Selected gate families:
Drawn at 10 px/um.
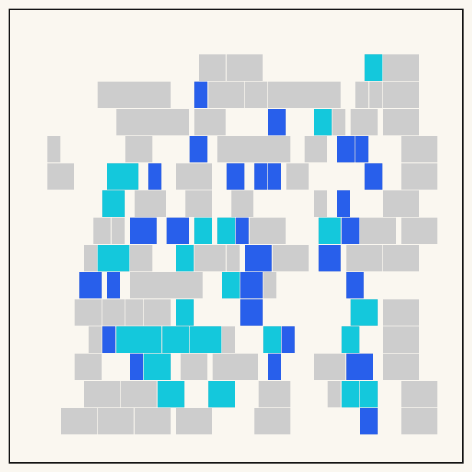
Cell sizes after repair:
Drawn at 10 px/um.
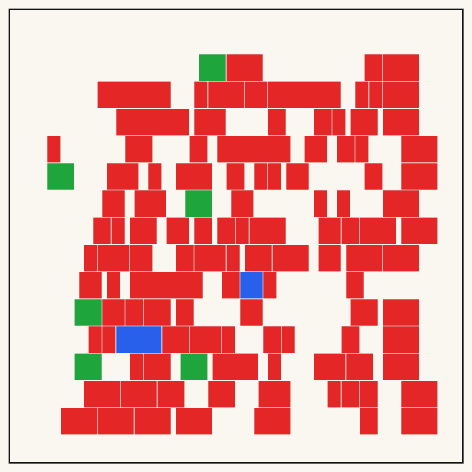
==> config.mk <==
export PLATFORM = sky130hd
export DESIGN_NAME = multicycle_ctrl
export DESIGN_NICKNAME = d
export VERILOG_FILES = /design/src/rtl/multicycle_ctrl.sv
export SDC_FILE = /design/constraint.sdc
export NUM_CORES = 1
export LEC_CHECK = 0
export CORE_MARGIN = 2
export CORE_UTILIZATION = 35
export DETAILED_ROUTE_END_ITERATION = 16
export PLACE_DENSITY = 0.69
export SYNTH_ARGS = -nofsm -noshare
export SYNTH_HDL_FRONTEND = slang
export SYNTH_SLANG_ARGS = --single-unit
==> constraint.sdc <==
create_clock -name clk -period 4.8 [get_ports clk]
set_input_delay 1.44 -clock clk [delete_from_list [all_inputs] [get_ports clk]]
set_output_delay 1.44 -clock clk [all_outputs]
set_load 0.02 [all_outputs]
==> impl_metrics.toml <==
# physical design summary
[status]
status = "finished clean"

[pwr]
finalPower_uw = 140
power.leakage_uw = 0.000314
switchingPower_uw = 44.0

[routing]
drt-initial-drc-count = 33
vias = 764
drc = 0

[worst_setup_path]
crit_path_end_kind = "output port"
rr_worst_depth = 4
cp.required_ns = 3.36
crit_slowest_cell = "or4_1"

[sta]
worst_clock_skew_ns = 0.00167
post-route-min-period_ns = 4.40
finalCritPeriodShare_pct = 91.7
tightest_slew_ns = 0.735

[place]
place_ws_ns = 0.0717
place_congestion = 0.887
io_buffers = 26

[die]
fp-utilization_pct = 38.6
io_pins = 27
floorplan.core_area_um2 = 1540
die_h_um = 45.2

[clock_network]
clock-sinks = 5
cts_buffers = 3
path_clk_slew_ns = 0.04
clockBufferDepth = 2

[flow_run]
drv_cap = 0

[layout]
n_antenna_cell = 0

[global_route]
grt_util_met3_pct = 3.60
-- 'selected gate families' (at the start) --
family	color	cells	most used
aoi and oai cells	cyan	22	a21oi_1
nor cells	blue	28	nor2_1
logic share of the area: 50.6%
Commonest Layout Cell: clkdlybuf4s50_1

-- 'cell sizes after repair' (at the start) --
size	color	cells	share
x2	blue	2	1.7%
x1 and smaller	red	109	93%
x3 and x4	green	6	5.1%
Final WS setup: 0.399 ns
Finished Cell Area: 890 um2
Area Growth Syn to Fin: 49.7%
Non-clock buffers: 29

[cell families after synthesis]
| group | Yosys count | share of synthesized area [%] |
|---|---|---|
| AND-OR/OR-AND | 25 | 28.2 |
| XOR/XNOR | 3 | 4.42 |
| adder cells (fa/ha/maj) | 1 | 1.68 |
| buffers and inverters | 9 | 7.37 |
| flip-flops | 5 | 16.8 |
| AND/OR/NAND/NOR | 48 | 41.5 |
[metrics by stage]
stage	util [%]	hold slack (ns)	std cells
floorplan	-	0.484	91
global placement	55.8	0.720	129
detailed placement	55.8	0.718	129
CTS	57.5	0.732	133
global route	57.7	0.800	133
finish	57.7	0.749	133
[synthesized netlist by cell type, types with 2 or more instances]
| cell | count | share of area (%) |
|---|---|---|
| a211oi_1 | 3 | 3.8 |
| clkbuf_1 | 2 | 1.3 |
| nand3_1 | 2 | 1.7 |
| nor3b_1 | 3 | 3.8 |
| nor2b_1 | 3 | 3.2 |
| nor3_1 | 8 | 6.7 |
| dfxtp_1 | 5 | 17 |
| o22ai_1 | 2 | 2.1 |
| o21a_1 | 2 | 2.5 |
| or3_1 | 2 | 2.1 |
| o21ai_0 | 4 | 3.4 |
| buf_1 | 2 | 1.3 |
| nand2_1 | 9 | 5.7 |
| buf_2 | 2 | 1.7 |
| nor2_1 | 12 | 7.6 |
| a21oi_1 | 7 | 5.9 |
| nand2b_1 | 3 | 3.2 |
| xnor2_1 | 2 | 2.9 |
| inv_1 | 2 | 1.3 |
[area by class of cell]
| cell class | instances | area (um2) |
|---|---|---|
| repair buffers | 29 | 285 |
| well taps | 16 | 20.0 |
| fillers | 164 | 652 |
| inverters | 2 | 7.51 |
| clock buffers | 4 | 26.3 |
| multi-input cells | 77 | 450 |
| flip-flops and latches | 5 | 100 |
[power groups by stage]
stage	clock [uW]	combinational, uW	sequential, uW
after global placement	0	41.7	47.1
final	51.1	42.4	46.5
after global routing	56.1	46.0	47.0
after floorplan	0	23.9	43.8
after CTS	52.9	42.4	46.5
after detailed placement	0	42.3	47.3
[what timing repair did]
action	in CTS	in global routing
hold buffers	0	0
gates resized	0	1
endpoints found under the setup margin	0	1
[layer usage]
| metal | up-vias | wire length, um | share of wire, % |
|---|---|---|---|
| met3 | 2 | 92 | 5.4 |
| met1 | 342 | 789 | 46 |
| li1 | 386 | - | - |
| met5 | - | 0 | 0 |
| met4 | 0 | 14 | 0.82 |
| met2 | 34 | 803 | 47 |
